==> config.mk <==
export PLATFORM = sky130hd
export DESIGN_NAME = rom_fetch_seq
export DESIGN_NICKNAME = d
export VERILOG_FILES = /design/src/rtl/rom_fetch_seq.sv
export SDC_FILE = /design/constraint.sdc
export NUM_CORES = 1
export LEC_CHECK = 0
export CAP_MARGIN = 40
export CORE_MARGIN = 5
export CORE_UTILIZATION = 30
export CTS_BUF_LIST = sky130_fd_sc_hd__clkbuf_4 sky130_fd_sc_hd__clkbuf_8 sky130_fd_sc_hd__clkbuf_16
export DETAILED_ROUTE_END_ITERATION = 12
export MAX_ROUTING_LAYER = met4
export SLEW_MARGIN = 0
export SYNTH_ARGS = -nofsm -noshare
export SYNTH_HDL_FRONTEND = slang
export SYNTH_SLANG_ARGS = --single-unit
==> constraint.sdc <==
create_clock -name clk -period 2.4 [get_ports clk]
set_input_delay 0.72 -clock clk [delete_from_list [all_inputs] [get_ports clk]]
set_output_delay 0.72 -clock clk [all_outputs]
set_load 0.02 [all_outputs]
==> src/rtl/rom_fetch_seq.sv <==
// rtl/rom_fetch_seq.sv - ROM address sequencer and registered fetch stage with valid/ready output
module rom_fetch_seq #(
  parameter int                ADDR_W     = 8,
  parameter int                DATA_W     = 8,
  parameter logic [ADDR_W-1:0] START_ADDR = '0,
  parameter logic [ADDR_W-1:0] END_ADDR   = {ADDR_W{1'b1}},
  parameter bit                WRAP       = 1'b0
) (
  input  logic              clk,
  input  logic              rst_n,
  input  logic              start,
  input  logic              stop,
  input  logic              load_en,
  input  logic [ADDR_W-1:0] load_addr,
  output logic [ADDR_W-1:0] rom_addr,
  input  logic [DATA_W-1:0] rom_data,
  output logic [DATA_W-1:0] out_data,
  output logic [ADDR_W-1:0] out_addr,
  output logic              out_valid,
  input  logic              out_ready,
  output logic              busy,
  output logic              done
);

  typedef enum logic [1:0] {
    S_IDLE  = 2'd0,
    S_FETCH = 2'd1,
    S_DRAIN = 2'd2,
    S_DONE  = 2'd3
  } state_t;

  localparam logic [ADDR_W-1:0] ONE = {{(ADDR_W-1){1'b0}}, 1'b1};

  state_t            state, state_n;
  logic [ADDR_W-1:0] ptr, ptr_n;
  logic              cap;
  logic              out_valid_n;

  // State register; reset aborts any sweep and drops a held byte.
  always_ff @(posedge clk or negedge rst_n) begin
    if (!rst_n) begin
      state <= S_IDLE;
    end else begin
      state <= state_n;
    end
  end

  // Next-state, pointer update and capture decision.
  always_comb begin
    state_n     = state;
    ptr_n       = ptr;
    cap         = 1'b0;
    out_valid_n = out_valid;
    case (state)
      S_IDLE, S_DONE: begin
        if (load_en) ptr_n = load_addr;
        if (start) state_n = S_FETCH;
      end
      S_FETCH: begin
        if (stop) begin
          state_n = S_DRAIN;
        end else if (!out_valid || out_ready) begin
          cap = 1'b1;
          if (ptr == END_ADDR) begin
            ptr_n = START_ADDR;
            if (!WRAP) state_n = S_DRAIN;
          end else begin
            ptr_n = ptr + ONE;
          end
        end
      end
      S_DRAIN: begin
        if (!out_valid || out_ready) state_n = S_DONE;
      end
      default: state_n = S_IDLE;
    endcase
    // A capture always refills the slot; otherwise an accept empties it.
    if (cap) begin
      out_valid_n = 1'b1;
    end else if (out_ready) begin
      out_valid_n = 1'b0;
    end
  end

  // Pointer and output holding register.
  always_ff @(posedge clk or negedge rst_n) begin
    if (!rst_n) begin
      ptr       <= START_ADDR;
      out_data  <= '0;
      out_addr  <= '0;
      out_valid <= 1'b0;
    end else begin
      ptr       <= ptr_n;
      out_valid <= out_valid_n;
      if (cap) begin
        out_data <= rom_data;
        out_addr <= ptr;
      end
    end
  end

  assign rom_addr = ptr;
  assign busy     = (state == S_FETCH) || (state == S_DRAIN);
  assign done     = (state == S_DONE);

endmodule
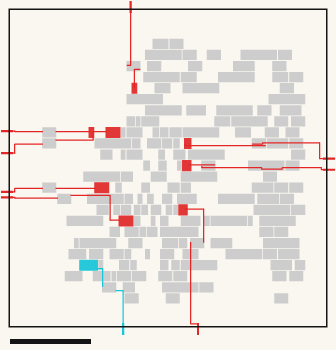
*I/O nets highlighted*
The bar under the picture is 20 um long.
port	colour	bits	direction	edge	end cells	buffers	wire
`load_addr`	red	8	input	4 left, 2 right, 1 top, 1 bottom	8	8	223 um
`done`	cyan	1	output	bottom	1	1	16.0 um

==> qor.txt <==
CP peak stage delay = 0.41 ns
global-route wire length before repair = 5.69 mm
top-count cell post-synth = dfrtp_1
status = completed
worst rel slew slack = 73.2%
FP Rows = 24
Leak Pwr = 0.851 nW
Placed Cells = 214
TritonRoute pass-1 iters = 4
area grow syn2layout = 44.1%
unrepaired setup endpoints after global routing = false
layout cells sized above 1 = 18.1%
CP endpoint = busy
and+or+nand+nor area frac = 10.5%
die y size = 77.7 um
DP HPWL = 2.58 mm
met3 Use GR = 1.85%
Final Power = 0.00303 W
initial antenna violation count = 0
cell count along the critical path = 4
final hold viol count = 0
Seq. pwr = 0.000900 W
met2 routed WL = 1.56 mm
routed len/inst = 15.4 um
Min-Delay Endpoint = out_addr[5]$_DFFE_PN0P_
ys flop type = dfrtp_1
CTS tree = built
register share of total power = 29.7%
Crit path top cell by count = inv_1
combinational share of power = 61.5%
non-clock inverter count = 7
logic area = 657 um^2
post-layout period usage = 90.1%
Synth logic family = multiplexers
Max power group = combinational cells
CP endpoint kind = output pin
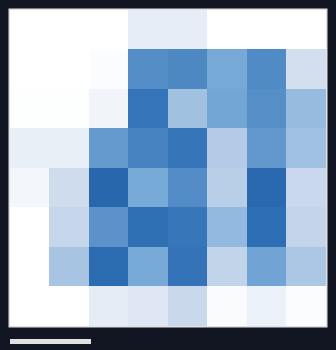
*Local utilization*
The bar under the picture is 20 um long. The die is cut into 8 by 8 equal tiles; white is low, dark blue is high, 0 to 100% covered.
emptiest ninth of the die	upper left
tiles over 75% full	6.2%
fullest tile	78%
mean over tiles	32%
densest ninth of the die	centre
Core Region: 4410 um^2
Initial Utilization: 31.2%
fin util: 44.9%

No activity file was given, so power comes from the tool's default toggle rates.
